==> src/rtl/plot_arbiter.sv <==
// Round-robin owner of the vga_adapter write port with a built-in full-screen clear sweep.
// Optional macro PLOT_ARB_INTERLEAVE_EN lets requesters steal single cycles from a running clear.
module plot_arbiter #(
    parameter int NUM_REQ = 3,
    parameter int WIDTH   = 160,
    parameter int HEIGHT  = 120
) (
    input  logic                   CLOCK_50,
    input  logic                   reset_n,
    input  logic                   clear_start,
    input  logic [5:0]             clear_colour,
    output logic                   clear_busy,
    input  logic [NUM_REQ-1:0]     req_valid,
    input  logic [8*NUM_REQ-1:0]   req_x,
    input  logic [7*NUM_REQ-1:0]   req_y,
    input  logic [6*NUM_REQ-1:0]   req_colour,
    output logic [NUM_REQ-1:0]     req_ready,
    output logic [7:0]             x,
    output logic [6:0]             y,
    output logic [5:0]             colour,
    output logic                   plot,
    output logic                   fsm_state
);

    localparam int PW = (NUM_REQ > 1) ? $clog2(NUM_REQ) : 1;
    localparam logic [7:0]    X_LAST    = 8'(WIDTH - 1);
    localparam logic [6:0]    Y_LAST    = 7'(HEIGHT - 1);
    localparam logic [PW-1:0] PTR_RESET = PW'(NUM_REQ - 1);

    typedef enum logic {
        IDLE  = 1'b0,
        CLEAR = 1'b1
    } state_t;

    state_t        state, state_next;
    logic [PW-1:0] last_ptr;
    logic [7:0]    cx;
    logic [6:0]    cy;
    logic [5:0]    fill_colour;

    logic          grant_en, grant_any, transfer, sel_in_range, sweep_last;
    logic [PW-1:0] grant_idx;
    logic [7:0]    sel_x;
    logic [6:0]    sel_y;
    logic [5:0]    sel_colour;
    int            idx;

    // Handshake: a requester's pixel is consumed in the cycle where its req_valid and
    // req_ready are both high; an unserved request must hold x/y/colour until then.
    always_comb begin
        grant_any = 1'b0;
        grant_idx = '0;
        idx       = 0;
        for (int i = 0; i < NUM_REQ; i++) begin
            idx = (int'(last_ptr) + 1 + i) % NUM_REQ;
            if (!grant_any && req_valid[idx]) begin
                grant_any = 1'b1;
                grant_idx = PW'(idx);
            end
        end
    end

    always_comb begin
`ifdef PLOT_ARB_INTERLEAVE_EN
        grant_en = (state == IDLE && !clear_start) || (state == CLEAR);
`else
        grant_en = (state == IDLE && !clear_start);
`endif
        transfer  = grant_en && grant_any;
        req_ready = '0;
        if (transfer) req_ready[grant_idx] = 1'b1;
    end

    always_comb begin
        sel_x        = req_x[int'(grant_idx)*8 +: 8];
        sel_y        = req_y[int'(grant_idx)*7 +: 7];
        sel_colour   = req_colour[int'(grant_idx)*6 +: 6];
        sel_in_range = (int'(sel_x) < WIDTH) && (int'(sel_y) < HEIGHT);
        sweep_last   = (cx == X_LAST) && (cy == Y_LAST);
    end

    always_comb begin
        state_next = state;
        case (state)
            IDLE:    if (clear_start) state_next = CLEAR;
            CLEAR:   if (!transfer && sweep_last) state_next = IDLE;
            default: state_next = IDLE;
        endcase
    end

    always_ff @(posedge CLOCK_50 or negedge reset_n) begin
        if (!reset_n) state <= IDLE;
        else          state <= state_next;
    end

    // A granted pixel takes priority over the sweep, which simply holds its position.
    always_ff @(posedge CLOCK_50 or negedge reset_n) begin
        if (!reset_n) begin
            x           <= '0;
            y           <= '0;
            colour      <= '0;
            plot        <= 1'b0;
            last_ptr    <= PTR_RESET;
            cx          <= '0;
            cy          <= '0;
            fill_colour <= '0;
        end else begin
            plot <= 1'b0;
            if (transfer) begin
                last_ptr <= grant_idx;
                if (sel_in_range) begin
                    plot   <= 1'b1;
                    x      <= sel_x;
                    y      <= sel_y;
                    colour <= sel_colour;
                end
            end else if (state == CLEAR) begin
                plot   <= 1'b1;
                x      <= cx;
                y      <= cy;
                colour <= fill_colour;
                if (cx == X_LAST) begin
                    cx <= '0;
                    cy <= cy + 7'd1;
                end else begin
                    cx <= cx + 8'd1;
                end
            end else if (clear_start) begin
                fill_colour <= clear_colour;
                cx          <= '0;
                cy          <= '0;
            end
        end
    end

    assign clear_busy = (state == CLEAR);
    assign fsm_state  = state;

endmodule

==> config.mk <==
export PLATFORM = sky130hd
export DESIGN_NAME = plot_arbiter
export DESIGN_NICKNAME = d
export VERILOG_FILES = /design/src/rtl/plot_arbiter.sv
export SDC_FILE = /design/constraint.sdc
export NUM_CORES = 1
export LEC_CHECK = 0
export ABC_AREA = 1
export CAP_MARGIN = 40
export CORE_ASPECT_RATIO = 0.75
export CORE_MARGIN = 4
export CORE_UTILIZATION = 30
export DETAILED_ROUTE_END_ITERATION = 16
export PLACE_DENSITY_LB_ADDON = 0.05
export SLEW_MARGIN = 10
export SYNTH_ARGS = -nofsm -noshare
export SYNTH_HDL_FRONTEND = slang
export SYNTH_SLANG_ARGS = --single-unit
==> constraint.sdc <==
create_clock -name CLOCK_50 -period 3.24 [get_ports CLOCK_50]
set_input_delay 0.81 -clock CLOCK_50 [delete_from_list [all_inputs] [get_ports CLOCK_50]]
set_output_delay 0.81 -clock CLOCK_50 [all_outputs]
set_load 0.05 [all_outputs]
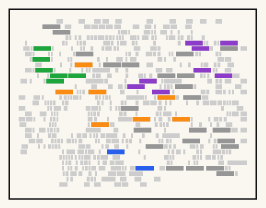
(images/ff_map.png)
Scale: 2 px per um.
legend:
  purple:
    netlist_name: `x`
    flops: 8
  green:
    netlist_name: `fill_colour`
    flops: 6
  orange:
    netlist_name: `cy`
    flops: 7
  blue:
    netlist_name: `last_ptr`
    flops: 2
not colored: 23

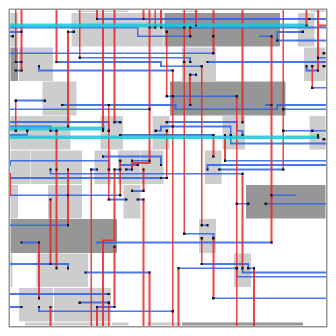
(images/closeup.png)
Region (49, 16) to (74, 41) um. Cells in gray, sequential cells in the stronger gray; small squares are vias.
legend:
  cyan:
    layer: M3
  red:
    layer: M2
  blue:
    layer: M1
cells with their middle in the window: 28
sequential cells in the window: 4
most frequent: o21ai_0 (5)

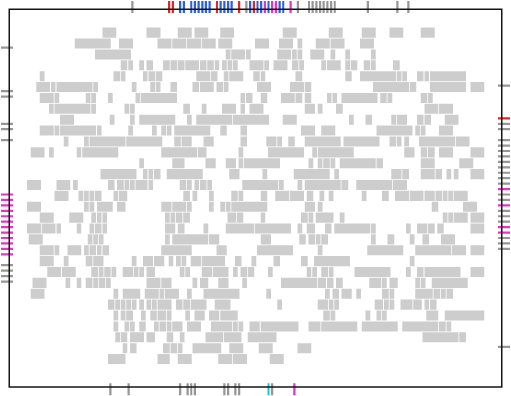
(images/pinout.png)
Scale: 4 px per um. Pins as bars across the die edge, other pins in gray.
legend:
  cyan:
    port: `clear_busy`
    pins: 1
    direction: output
    edge: bottom
  magenta:
    port: `req_y`
    pins: 21
    direction: input
    edge: 12 left, 4 top, 4 right, 1 bottom
  red:
    port: `colour`
    pins: 6
    direction: output
    edge: 5 top, 1 right
  blue:
    port: `req_colour`
    pins: 18
    direction: input
    edge: top
all pins by edge: 41 top, 26 right, 22 left, 13 bottom

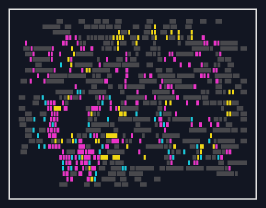
(images/gates.png)
Scale: 2 px per um.
legend:
  cyan:
    family: inv cells
    cells: 44
    most_used: inv_1
  magenta:
    family: nand cells
    cells: 171
    most_used: nand2_1
  yellow:
    family: nor cells
    cells: 60
    most_used: nor2_1

==> stage by stage <==
stage	instance area, sq um	total power [W]
after detailed placement	4242	0.0009252
final	4443	0.001430
after CTS	4384	0.001439
after floorplan	2974	0.0007565
after global routing	4443	0.001508
after global placement	4214	0.0009223
==> worst max path at each step <==
stage	endpoint	slack [ps]	cells past startpoint
finish	req_ready[0]	90	10
CTS	req_ready[0]	10	10
global placement	colour[0]	30	18
detailed placement	y[4]	-10	18
global route	req_ready[0]	-8	10
floorplan	req_ready[0]	-60	11
==> layout make-up <==
type	count	area share (%)
Multi-Input combinational cell	321	35.82
Clock inverter	2	0.3098
Tap cell	132	3.717
Timing Repair Buffer	123	27.60
Inverter	44	3.717
Clock buffer	6	2.901
Sequential cell	46	25.94
==> power breakdown <==
| part | switching, W | internal [W] |
|---|---|---|
| Sequential | 0.00000133 | 0.000576 |
| Clock | 0.000221 | 0.000286 |
| Combinational | 0.000184 | 0.000161 |
==> synth_stat cells <==
library cell,n,area (sq um)
nand2_1,115,431.7
nor2_1,52,195.2
dfrtp_1,45,1126
nand3_1,44,220.2
inv_1,39,146.4
o21ai_0,33,165.2
a21oi_1,30,150.1
clkbuf_1,7,26.28
a22oi_1,6,45.04
ha_1,6,75.07
buf_2,5,25.02
nand2_2,5,31.28
inv_2,4,15.01
nor3_1,4,20.02
buf_4,3,22.52
buf_6,3,33.78
nand3_2,3,30.03
o22ai_1,3,18.77
a31oi_1,2,12.51
nand3b_1,2,15.01
nand4_1,2,12.51
nor2_4,2,22.52
nor4_1,2,12.51
o21ai_1,2,10.01
o21bai_1,2,15.01
xor2_1,2,17.52
a221oi_1,1,8.760
buf_1,1,3.750
clkinv_1,1,3.750
dfstp_2,1,26.28
o211ai_1,1,7.510
o32ai_1,1,8.760
xnor2_1,1,8.760
==> flow.log <==
[flow] collecting metrics
INFO  metric outcome = finished clean
INFO  metric holdWs = 433.3 ps
INFO  metric layout_top_cells_excl_fill_tap = 114 x nand2_1, 95 x clkdlybuf4s50_1, 51 x nor2_1, 45 x dfrtp_1, 42 x nand3_1
INFO  metric clk_latency = 290 ps
INFO  metric worst_path_max_stage_delay = 480 ps
INFO  metric cell_mode_on_critical_path = nand2_2
INFO  metric grt_first_pass_wirelength = 15.59 mm
INFO  metric average_instance_area_after_synthesis = 6.890 sq um
INFO  metric ratio_of_total_power_to_cell_area = 321.9 nW/um^2
INFO  metric xor_area_share = 0.8868%
INFO  metric synthAoiAreaFrac = 14.91%
INFO  metric drt_iter0_markers = 169
INFO  metric worst_setup_hold_path_clk_slew = 60 ps
INFO  metric synth_cells = 430
INFO  metric dr_wl_met3 = 713 um
INFO  metric n_fill_cell = 967
INFO  metric fa_ha_area_share = 2.534%
INFO  metric postRouteWirelength = 9.877 mm
INFO  metric crit_required = 2430 ps
INFO  metric tightestPinTransition = 577.8 ps
INFO  metric pre_cts_ws = -12.28 ps
INFO  metric report.final.slew_viol_count = 0
INFO  metric grt_util_met1 = 25.76%
INFO  metric clockRootBuffer = clkbuf_16
INFO  metric globalplace.congestion = 0.8524
Power figures rest on the tool's default switching activity, not on a simulated workload.
